[config.mk]
export PLATFORM = sky130hd
export DESIGN_NAME = usb_packet_tx_flat
export DESIGN_NICKNAME = d
export VERILOG_FILES = /design/src/rtl/usb_packet_tx_if.sv /design/src/rtl/usb_packet_tx.sv /design/src/flat_wrapper.sv
export SDC_FILE = /design/constraint.sdc
export NUM_CORES = 1
export LEC_CHECK = 0
export CAP_MARGIN = 20
export CORE_MARGIN = 1.5
export CORE_UTILIZATION = 40
export DETAILED_ROUTE_END_ITERATION = 16
export GPL_ROUTABILITY_DRIVEN = 0
export HOLD_SLACK_MARGIN = 0.02
export PLACE_DENSITY_LB_ADDON = 0.3
export RECOVER_POWER = 25
export SKIP_CTS_REPAIR_TIMING = 1
export SLEW_MARGIN = 0
export SYNTH_ARGS = -nofsm -noshare
export SYNTH_HDL_FRONTEND = slang
export SYNTH_SLANG_ARGS = --single-unit
[constraint.sdc]
create_clock -name clk -period 3.3 [get_ports clk]
set_input_delay 0.66 -clock clk [delete_from_list [all_inputs] [get_ports clk]]
set_output_delay 0.66 -clock clk [all_outputs]
set_load 0.02 [all_outputs]
[src/rtl/usb_packet_tx_if.sv]
// Endpoint/PHY side signals of the low-speed packet transmitter.
// The slave modport is the transmitter. The master modport is the endpoint logic plus the PHY.
interface usb_packet_tx_if #(
    parameter int MAX_LEN = 8
);
    localparam int LW = $clog2(MAX_LEN + 1);
    localparam int AW = (MAX_LEN > 1) ? $clog2(MAX_LEN) : 1;

    logic          send_req;
    logic [3:0]    send_pid;
    logic [LW-1:0] send_len;
    logic [AW-1:0] pl_addr;
    logic [7:0]    pl_data;
    logic          busy;
    logic          done;
    logic          req_error;
    logic [7:0]    tx_data;
    logic          tx_valid;
    logic          tx_ready;

    modport slave (
        input  send_req, send_pid, send_len, pl_data, tx_ready,
        output pl_addr, busy, done, req_error, tx_data, tx_valid
    );

    modport master (
        output send_req, send_pid, send_len, pl_data, tx_ready,
        input  pl_addr, busy, done, req_error, tx_data, tx_valid
    );
endinterface

[src/rtl/usb_packet_tx.sv]
// USB low-speed device-side packet transmitter: sends handshake packets and DATA0/DATA1 packets with CRC16.
// Bytes go to the PHY over tx_data/tx_valid/tx_ready. A fixed idle gap follows each EOP.
module usb_packet_tx #(
    parameter int MAX_LEN    = 8,
    parameter int GAP_CYCLES = 32
) (
    input  logic           clk,
    input  logic           reset,
    usb_packet_tx_if.slave bus
);
    localparam int LW = $clog2(MAX_LEN + 1);
    localparam int AW = (MAX_LEN > 1) ? $clog2(MAX_LEN) : 1;
    localparam int GW = (GAP_CYCLES > 1) ? $clog2(GAP_CYCLES) : 1;

    localparam logic [LW-1:0] MAX_LEN_W = LW'(MAX_LEN);
    localparam logic [GW-1:0] GAP_LAST  = GW'(GAP_CYCLES - 1);

    localparam logic [2:0] S_IDLE   = 3'd0;
    localparam logic [2:0] S_PID    = 3'd1;
    localparam logic [2:0] S_DATA   = 3'd2;
    localparam logic [2:0] S_CRC_LO = 3'd3;
    localparam logic [2:0] S_CRC_HI = 3'd4;
    localparam logic [2:0] S_GAP    = 3'd5;

    localparam logic [3:0] PID_DATA0 = 4'b0011;
    localparam logic [3:0] PID_DATA1 = 4'b1011;
    localparam logic [3:0] PID_ACK   = 4'b0010;
    localparam logic [3:0] PID_NAK   = 4'b1010;
    localparam logic [3:0] PID_STALL = 4'b1110;

    logic [2:0]    r_state;
    logic [3:0]    r_pid;
    logic [LW-1:0] r_len;
    logic [LW-1:0] r_cnt;
    logic [AW-1:0] r_addr;
    logic [15:0]   r_crc;
    logic [GW-1:0] r_gap;
    logic [7:0]    r_tx_data;
    logic          r_tx_valid;
    logic          r_busy;
    logic          r_done;
    logic          r_req_error;

    logic          w_req_is_data;
    logic          w_req_is_hs;
    logic          w_req_legal;
    logic          w_is_data;
    logic          w_more;
    logic [LW-1:0] w_cnt_nxt;
    logic          w_addr_adv;
    logic [15:0]   w_crc_nxt;

    // Reflected CRC16 (0xA001), data bits consumed LSB first
    function automatic logic [15:0] crc16_upd(input logic [15:0] crc, input logic [7:0] d);
        logic [15:0] c;
        c = crc;
        for (int unsigned i = 0; i < 8; i++) begin
            if (c[0] ^ d[i]) begin
                c = (c >> 1) ^ 16'hA001;
            end else begin
                c = c >> 1;
            end
        end
        return c;
    endfunction

    always_comb begin
        w_req_is_data = (bus.send_pid == PID_DATA0) || (bus.send_pid == PID_DATA1);
        w_req_is_hs   = (bus.send_pid == PID_ACK) || (bus.send_pid == PID_NAK) ||
                        (bus.send_pid == PID_STALL);
        w_req_legal   = w_req_is_hs || (w_req_is_data && (bus.send_len <= MAX_LEN_W));
        w_is_data     = (r_pid == PID_DATA0) || (r_pid == PID_DATA1);
        w_more        = r_cnt < r_len;
        w_cnt_nxt     = r_cnt + 1'b1;
        w_addr_adv    = w_cnt_nxt < r_len;
        w_crc_nxt     = crc16_upd(r_crc, bus.pl_data);
    end

    always_ff @(posedge clk or negedge reset) begin
        if (!reset) begin
            r_state     <= S_IDLE;
            r_pid       <= '0;
            r_len       <= '0;
            r_cnt       <= '0;
            r_addr      <= '0;
            r_crc       <= '1;
            r_gap       <= '0;
            r_tx_data   <= '0;
            r_tx_valid  <= 1'b0;
            r_busy      <= 1'b0;
            r_done      <= 1'b0;
            r_req_error <= 1'b0;
        end else begin
            r_done      <= 1'b0;
            r_req_error <= 1'b0;
            case (r_state)
                S_IDLE: begin
                    // The cycle carrying done still counts as busy for request purposes
                    if (bus.send_req && !r_done) begin
                        if (w_req_legal) begin
                            r_pid      <= bus.send_pid;
                            r_len      <= w_req_is_data ? bus.send_len : '0;
                            r_cnt      <= '0;
                            r_addr     <= '0;
                            r_crc      <= '1;
                            r_tx_data  <= {~bus.send_pid, bus.send_pid};
                            r_tx_valid <= 1'b1;
                            r_busy     <= 1'b1;
                            r_state    <= S_PID;
                        end else begin
                            r_req_error <= 1'b1;
                        end
                    end
                end
                S_PID, S_DATA: begin
                    if (bus.tx_ready) begin
                        if (r_state == S_PID && !w_is_data) begin
                            r_tx_valid <= 1'b0;
                            r_gap      <= '0;
                            r_state    <= S_GAP;
                        end else if (w_more) begin
                            r_tx_data <= bus.pl_data;
                            r_crc     <= w_crc_nxt;
                            r_cnt     <= w_cnt_nxt;
                            if (w_addr_adv) begin
                                r_addr <= AW'(w_cnt_nxt);
                            end
                            r_state <= S_DATA;
                        end else begin
                            r_tx_data <= ~r_crc[7:0];
                            r_state   <= S_CRC_LO;
                        end
                    end
                end
                S_CRC_LO: begin
                    if (bus.tx_ready) begin
                        r_tx_data <= ~r_crc[15:8];
                        r_state   <= S_CRC_HI;
                    end
                end
                S_CRC_HI: begin
                    if (bus.tx_ready) begin
                        r_tx_valid <= 1'b0;
                        r_gap      <= '0;
                        r_state    <= S_GAP;
                    end
                end
                S_GAP: begin
                    if (r_gap == GAP_LAST) begin
                        r_done  <= 1'b1;
                        r_busy  <= 1'b0;
                        r_state <= S_IDLE;
                    end else begin
                        r_gap <= r_gap + 1'b1;
                    end
                end
                default: r_state <= S_IDLE;
            endcase
        end
    end

    assign bus.pl_addr   = r_addr;
    assign bus.busy      = r_busy;
    assign bus.done      = r_done;
    assign bus.req_error = r_req_error;
    assign bus.tx_data   = r_tx_data;
    assign bus.tx_valid  = r_tx_valid;

endmodule

[src/flat_wrapper.sv]
// flat-port wrapper written by rule: the top's interface ports become plain ports
module usb_packet_tx_flat 
#(
    parameter int MAX_LEN    = 8,
    parameter int GAP_CYCLES = 32
)
  (clk, reset, bus_send_req, bus_send_pid, bus_send_len, bus_pl_data, bus_tx_ready, bus_pl_addr, bus_busy, bus_done, bus_req_error, bus_tx_data, bus_tx_valid);
  usb_packet_tx_if #(.MAX_LEN(MAX_LEN)) bus_i ();
  input  logic clk;
  input  logic reset;
  input wire logic [$bits(bus_i.send_req)-1:0] bus_send_req;
  input wire logic [$bits(bus_i.send_pid)-1:0] bus_send_pid;
  input wire logic [$bits(bus_i.send_len)-1:0] bus_send_len;
  input wire logic [$bits(bus_i.pl_data)-1:0] bus_pl_data;
  input wire logic [$bits(bus_i.tx_ready)-1:0] bus_tx_ready;
  output wire logic [$bits(bus_i.pl_addr)-1:0] bus_pl_addr;
  output wire logic [$bits(bus_i.busy)-1:0] bus_busy;
  output wire logic [$bits(bus_i.done)-1:0] bus_done;
  output wire logic [$bits(bus_i.req_error)-1:0] bus_req_error;
  output wire logic [$bits(bus_i.tx_data)-1:0] bus_tx_data;
  output wire logic [$bits(bus_i.tx_valid)-1:0] bus_tx_valid;
  assign bus_i.send_req = bus_send_req;
  assign bus_i.send_pid = bus_send_pid;
  assign bus_i.send_len = bus_send_len;
  assign bus_i.pl_data = bus_pl_data;
  assign bus_i.tx_ready = bus_tx_ready;
  assign bus_pl_addr = bus_i.pl_addr;
  assign bus_busy = bus_i.busy;
  assign bus_done = bus_i.done;
  assign bus_req_error = bus_i.req_error;
  assign bus_tx_data = bus_i.tx_data;
  assign bus_tx_valid = bus_i.tx_valid;
  usb_packet_tx #(.MAX_LEN(MAX_LEN), .GAP_CYCLES(GAP_CYCLES)) u_core (.clk(clk), .reset(reset), .bus(bus_i));
endmodule
run_1/wires.png
Bar = 20 µm. Two of the layers only.
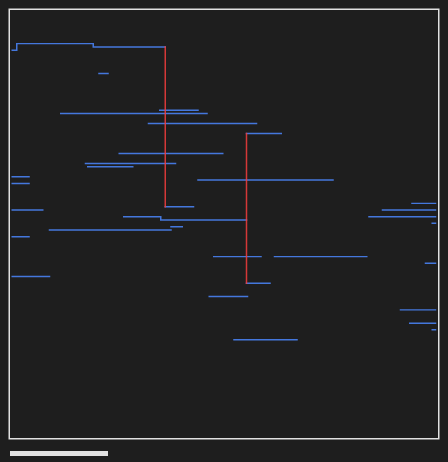
| color | layer | wire length |
|---|---|---|
| blue | metal 3 | 360 µm |
| red | metal 4 | 63.2 µm |

run_1/placement_by_type.png
Bar = 20 µm.
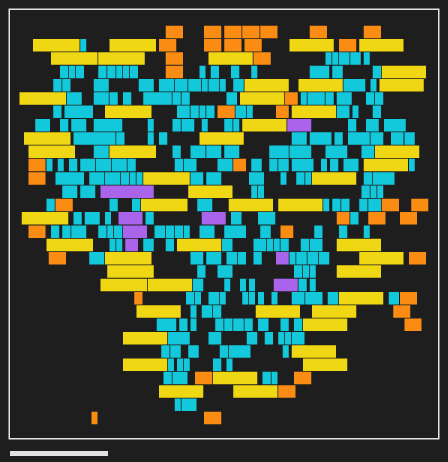
| color | class | cells | share of their area |
|---|---|---|---|
| purple | clock drivers and dummy loads | 8 | 3.5% |
| orange | remaining buffers and delay cells | 40 | 11% |
| cyan | combinational and other logic | 244 | 46% |
| yellow | sequential cells | 50 | 39% |

run_1/congestion.png
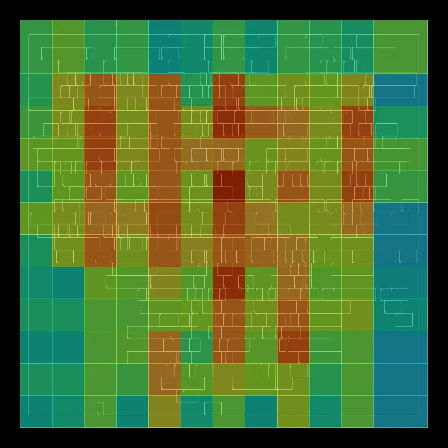
met3 global-route usage: 3.128%
busiest metal layer after global routing: met2
met1 track utilization from global routing: 26.87%
utilization after layout: 49.87%
routed wirelength normalized by instance count: 15.09 µm

run_1/logic_types.png
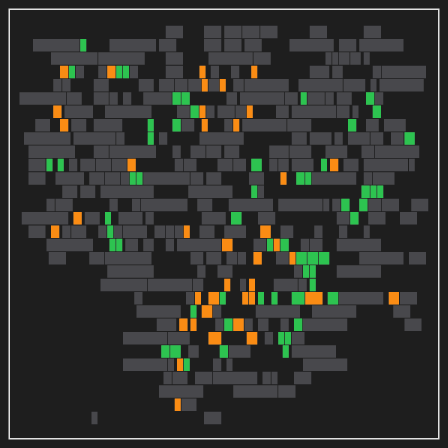
| color | family | cells | most used |
|---|---|---|---|
| green | nand cells | 58 | nand2_1 |
| orange | nor cells | 39 | nor2_1 |

==> results.txt, run 1 <==
Reports from this run.

- The number of ports placed on the die boundary is 35.
- The chip area line of the yosys report is between 0.002 and 0.003 mm².
- After synthesis, the cell types taking the most area are dfrtp_1 (30%), dfstp_2 (15%), o21ai_0 (4.7%).
- The number of search-and-repair iterations in the first detailed-routing pass is 4.
- The average via count per standard cell reads around 5.2.
- The type of destination of the critical path reads a flop.
- The post-synthesis to final-layout area growth is 19.43%.
- Of all nets on the critical path, the largest fanout is 7.
- The DRC marker count from the first detailed-route iteration reads 184.
- The final-layout worst hold slack is about 0.47 ns.
- Per the timing report, the most critical flop-to-flop path originates at u_core.r_cnt[1].
- The level count of the clock H-tree reads 2.
- The root buffer cell is clkbuf_8.
- 231 cells are multi-input combinational gates.
- The horizontal die size is 87.45 µm.
- The startpoint of the tightest hold check path reads u_core.r_crc[9].
- The final sum of negative setup slack reads 0 ns.
- The largest buffer count on any clock path is 2.
- Per the skew report, the later register of the worst-skew pair sees a clock latency of 0.31 ns.
- The amount of wire on met3 after detailed routing is ~360 µm.
- The well-tap cell count is 96.
- The number of cell instances after yosys synthesis reads 308.
- The run finished with clean final reports.
- The count of final setup violators reads 0.
- The post-route minimum period reads between 2 and 2.5 ns.
- The number of enable-type register cells in the synthesized netlist is 0.
- The ratio of cells with drive above 1 in the final layout reads 12.28%.
- The cell area after placement is 0.003297 mm².
- STA puts the critical path data arrival time at roughly 2.7 ns.
- The non-clock inverter total of the final layout reads 13.
- In this run, the synthesized area fraction spent on AND-OR/OR-AND gates is recorded as 19.74%.
- The final HPWL from detailed placement is 4.999 mm.
- The top routing layer in use reads met4.
- The net total in the final layout reads around 370.
- The via count of the routed design reads 2,281.
- The initial antenna violation count reads 0.
- In the floorplan report the effective utilization is 41.76%.
- The worst hold-check path type is flop to flop.
- The fraction of area in registers is a little under two fifths.
- The area used by multi-input combinational logic reads 0.001476 mm².
- Along the worst hold path, the cell count comes to 2.
- The design internal power is between 1 and 1.5 mW.
- Per the post-place timing report, worst setup slack is ~0.53 ns.
- For reference, the critical path is launched at bus_send_pid[1].
- The floorplan die area is between 0.007 and 0.008 mm².
- The headroom to the max-slew limit is a little under a third.
- The total CTS buffers is 5.
- The core region is about 0.0068 mm².
- The synthesis report names the predominant flop master as dfrtp_1.
- The setup slack of the most critical reg-to-reg path reads 1.02 ns.
- Summing all multiplexer cells gives an area fraction of 1.140%.
- The post-layout worst setup margin reads between 0.8 and 0.9 ns.
- The terminus of the critical flop-to-flop path reads u_core.r_cnt[2].
- The clock drives 50 sinks.
- The most common cell in the netlist is dfrtp_1.
- The number of sequential cells in the layout reads approximately 50.
- In the layout the commonest cells are dfrtp_1 (34), clkdlybuf4s50_1 (33), nand2_1 (32).
- The final layout contains routed wiring with a total length of 6.609 mm.
- The power per cell area reads 424.9 mW/mm².
- The power report attributes to the sequential group a share of approximately half.
- The end of the worst hold path reads u_core.r_crc[1].
- The number of placed instances, taps included reads 430.
- The period utilization reads 75.15%.
- The final-layout clock buffer total reads 5.
- The first-pass GRT wire length is 11.10 mm.
- The sum of overflow across all layers after global routing reads 0.
- The post-synthesis instance total reads 308.
- The power dissipated in sequential cells reads 716 µW.
- The largest power group reads registers.
- The worst supply voltage drop on vdd is 335.6 µV.
- Of the post-synthesis cell area, the dominant cell type holds 29.82%.
- Entering global routing, the biggest net connects 33 pins.
- The number of hold violations in the final report is 0.
- Counting pins that exceed their max-slew limit in the final report gives 0.
- The worst-margin pin slew is about 1.0 ns.
- The area of all placed cells without fillers is 0.003407 mm².
- The met1 routed wirelength after detailed routing is 3.148 mm.
- The clock-cell share of area is 3.342%.
- The number of nets with antenna violations after detailed routing is 0.
- The number of cells on the worst reg-to-reg path reads 6.
- The xor/xnor share of the synthesized area is 9.561%.
- In the synthesized netlist, the dominant kind of combinational cell is AND-OR/OR-AND gates.
- The tally of unique sky130hd cells used after synthesis reads ~50.
- The register bit count reported by yosys reads approximately 50.
- The clock transition at the registers of the reported paths is 0.10 ns.
- The clock tree skew after final layout is 0.01244 ns.
- Yosys printed 0 warnings.
- The cell type contributing the most total cell area after synthesis reads dfrtp_1.
- The total power reads 1.447 mW.
- The share of total power dissipated in the clock network is 30.3%.
- The proportion of synthesized flip-flops having asynchronous set or reset is 100.0%.
- The cell-mix breakdown from Yosys lists the adder-cell area share as under 10%.
- Leaving out the clock tree, the finished layout contains a buffer count of 40.
- Setup repair after global routing left no endpoint under its margin.
- The met2 capacity usage during global routing is 29.44%.
- The endpoint of the most critical setup path is u_core.bus.tx_data[7].
- The data-path buffer share of cell area in the final layout is approximately 11%.
- The commonest cells after synthesis are dfrtp_1 (34), nand2_1 (32), o21ai_0 (27).
- The mapped netlist covers 0.002853 mm².
- The quantity of I/O buffers inserted on ports is 34.
- The overall track demand over capacity in global routing reads roughly a fifth.
- The power report lists the combinational group at 293 µW.
- In the final layout, multi-input gates take up roughly 43% of the cell area.
- The maximum frequency from static timing analysis reads 403.3 MHz.
- After filler insertion, the fill cell instance count of the layout stands at approximately 650.
-- run 1: critical path, cell delays in order --
cell and delay, ns:
clkdlybuf4s50_1 0.56, and3b_1 0.30, a32o_1 0.22, a21boi_1 0.13, a211oi_2 0.40, o221ai_1 0.21, o22a_1 0.21
-- run 1: sequential cells by signal, summed over array words and instances (netlist names) --
register	flops
u_core.bus.done	1
u_core.bus.busy	1
u_core.r_pid	3
u_core.bus.pl_addr	3
u_core.bus.req_error	1
u_core.bus.tx_data	8
u_core.r_crc	16
u_core.bus.tx_valid	1
u_core.r_cnt	4
u_core.r_state	3
u_core.r_len	4
u_core.r_gap	5
==> run 2: changes to the inputs <==
==> constraint.sdc (replaced) <==
create_clock -name clk -period 2 [get_ports clk]
set_input_delay 0.4 -clock clk [delete_from_list [all_inputs] [get_ports clk]]
set_output_delay 0.4 -clock clk [all_outputs]
set_load 0.02 [all_outputs]
run_2/wires.png
Bar = 20 µm. Two of the layers only.
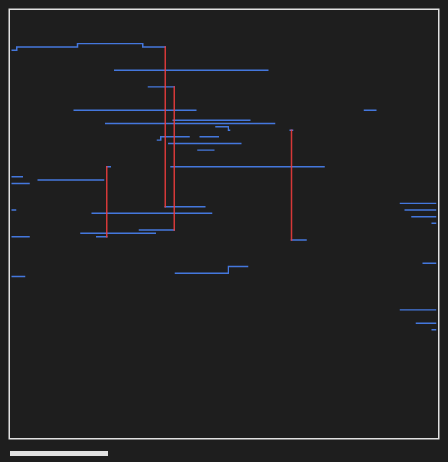
| color | layer | wire length |
|---|---|---|
| blue | metal 3 | 346 µm |
| red | metal 4 | 98.6 µm |

==> run 2 against run 1 <==
Against the previous run:
- the run now ends with setup timing left
- setup slack got worse by 0.88 ns
- clock skew rose by 0.0064 ns
- non-clock buffer count rose by 58
- total power rose by 66%
- via count rose by 13%
- critical path depth rose by 2
- die size did not move
- cell count rose by 13%
- synthesized area did not move
- worst hold slack got worse by 0.24 ns
==> results.txt, run 2 <==
Reports from this run.

- The flow ran to the end, but the final reports show violations.
- The checks that failed: setup timing.
- The utilization of the core after routing is 59.38%.
- The worst-case IR drop observed on VDD is 472.5 µV.
- The clock network fraction of total power is 24.8%.
- The total CTS buffers is 5.
- In this run the cell area of the synthesized design comes to 0.002853 mm².
- The number of nets with antenna violations after detailed routing reads 0.
- The cell with the biggest individual delay on the critical path reads dfrtp_1.
- The proportion of netlist area held by the largest area contributor reads 29.82%.
- The area of all placed cells without fillers reads 0.004056 mm².
- CTS saw 50 sinks.
- The number of warnings printed during yosys synthesis reads 0.
- The overall track demand over capacity in global routing is around a fifth.
- The data arrival time of the critical path reads 2.30 ns.
- The pin count of the biggest net entering global routing reads 33.
- The initial antenna violation count reads 0.
- For the final database, setup skew stands at ~0.019 ns.
- The first-pass GRT wire length is between 10 and 15 mm.
- The flip-flop count of the largest register, all copies and words added is 16.
- For this design, Yosys synthesis ends with a cell count of 308.
- By area the synthesized netlist is led by dfrtp_1 (30%), dfstp_2 (15%), o21ai_0 (4.7%).
- The critical path goes through buf_6 > ha_4 > a21o_1 > a211o_1 > a21boi_4 > buf_6 > clkbuf_16 > nand2_2 > nand2_1.
- The maximum frequency from static timing analysis reads 486.4 MHz.
- The horizontal die size reads 87.45 µm.
- In the final routed layout, each cell accounts on average for ~15 µm.
- The top flip-flop cell by instance count after synthesis reads dfrtp_1.
- The number of slew-limit violations in the final report reads 0.
- After global routing the overflow that remains totals 0.
- The largest buffer count on any clock path is 2.
- The floorplan report gives the top-level pin count as 35.
- The routed wire length reads 7.327 mm.
- The post-layout worst setup margin reads -0.05613 ns.
- The average via count per standard cell reads 5.210.
- The quantity of I/O buffers inserted on ports is 34.
- The total stage count of the critical path reads 9.
- The proportion of synthesized flip-flops having asynchronous set or reset is 100.0%.
- The launching element type of the critical path reads a flop.
- The registers of the reported paths see a clock transition of 0.10 ns.
- The tally of unique sky130hd cells used after synthesis reads between 40 and 50.
- Setup repair after global routing could not meet its margin everywhere.
- After the last flow step, the layout net total stands at 428.
- The largest power group reads registers.
- OpenSTA lists the critical path startpoint as u_core.r_cnt[1].
- The worst setup path is captured at a flop.
- After routing, the total negative slack on setup checks comes to -0.3985 ns.
- The later-pin clock latency in the skew report reads 0.31 ns.
- The most common cell in the netlist reads dfrtp_1.
- The cell area after placement reads 0.003725 mm².
- The terminus of the critical flop-to-flop path is u_core.r_crc[5].
- The worst-margin pin slew reads around 1 ns.
- For this run the detailed placement stage logged an HPWL of 5.298 mm.
- The floorplan die area is 0.007648 mm².
- The initial core utilization reads about two fifths.
- The fraction of power consumed by sequential logic reads 47.8%.
- The endpoint of the most critical setup path reads u_core.r_crc[5].
- The data required time of the critical path is between 2 and 2.5 ns.
- The longest incremental delay of any stage on the critical path is reported as 0.44 ns.
- The chip area line of the yosys report reads 0.002853 mm².
- In the layout the commonest cells are buf_4 (54), dfrtp_1 (34), clkdlybuf4s50_1 (32).
- Hold timing on the final database bottoms out at a slack of 0.2317 ns.
- The number of buffers and inverters on the critical path is 3.
- The number of hold violations in the final report is 0.
- The ratio of cells with drive above 1 in the final layout is 32.25%.
- The combinational group power reads 657 µW.
- Internal power comes to 1.678 mW.
- For this run, the detailed router's first-pass iteration total came to 4.
- Of all cell types, the one taking the most synthesized area is dfrtp_1.
- Post-route period utilization is reported as 102.8%.
- On the critical path the largest part of the delay comes from AND-OR/OR-AND gates.
- The report shows a maximum critical-path fanout of 5.
- The headroom to the max-slew limit is 33.00%.
- Looking at the clock tree report, the root buffer type is clkbuf_8.
- For reference, the top cells by count after synthesis are dfrtp_1 (34), nand2_1 (32), o21ai_0 (27).
- Looking at the clock tree report, the H-tree level count equals 2.
- u_core.r_crc holds more flip-flops than any other register.
- The average cell area after synthesis is roughly 9.3 µm².
- The number of placed instances, taps included is 482.
- The worst hold-check path type is input pin to asynchronous set/reset pin.
- Looking at the reg2reg group, the worst path starts from u_core.r_cnt[1].
- Summing all multi-input logic gate instances after layout gives 0.001650 mm².
- The via count of the routed design is 2,584.
- The count of filler cells inserted in the layout is 584.
- The standard cell core area reads 0.006832 mm².
- The flow measured a signed area growth from synthesis to layout of 42.19%.
- The total power reads 2.397 mW.
- The post-synthesis instance total is 308.
- Counting flops with a built-in enable in the synthesized netlist gives 0.
- The routed design could run at a clock period as short as slightly above 2 ns.
- The count of final setup violators reads 12.
- Total power normalized to cell area comes to 591.0 mW/mm².
- The most used cell along the critical path reads buf_6.
- The power dissipated in sequential cells reads 1.15 mW.
- The register bit count reported by yosys reads 50.
- The DRC marker count from the first detailed-route iteration reads 129.
- The pre-CTS setup slack is -0.3052 ns.
==> run 2: cell families after synthesis <==
kind of cell	Yosys count	synth area share, %
AOI/OAI and AO/OA	89	19.74
xor gates and xnor gates	26	9.561
adders and majority gates	9	3.947
buffers and inverters	27	3.684
DFF	50	44.56
muxes	3	1.140
and+or+nand+nor	104	17.37
==> run 2: layout make-up <==
class / instances / share of cell area, %
Clock buffer: 6 / 1.789
Clock inverter: 2 / 0.3393
Inverter: 13 / 1.203
Multi-Input combinational cell: 231 / 40.68
Sequential cell: 50 / 31.34
Tap cell: 96 / 2.961
Timing Repair Buffer: 98 / 21.68
==> run 2: routing by layer <==
layer	wire [µm]	GRT usage [%]	up-vias
li1	-	-	1267
met1	3370	27.32	1256
met2	3512	31.26	53
met3	346	2.938	8
met4	98	5.628	0
met5	0	0	-
Power figures rest on the tool's default switching activity, not on a simulated workload.
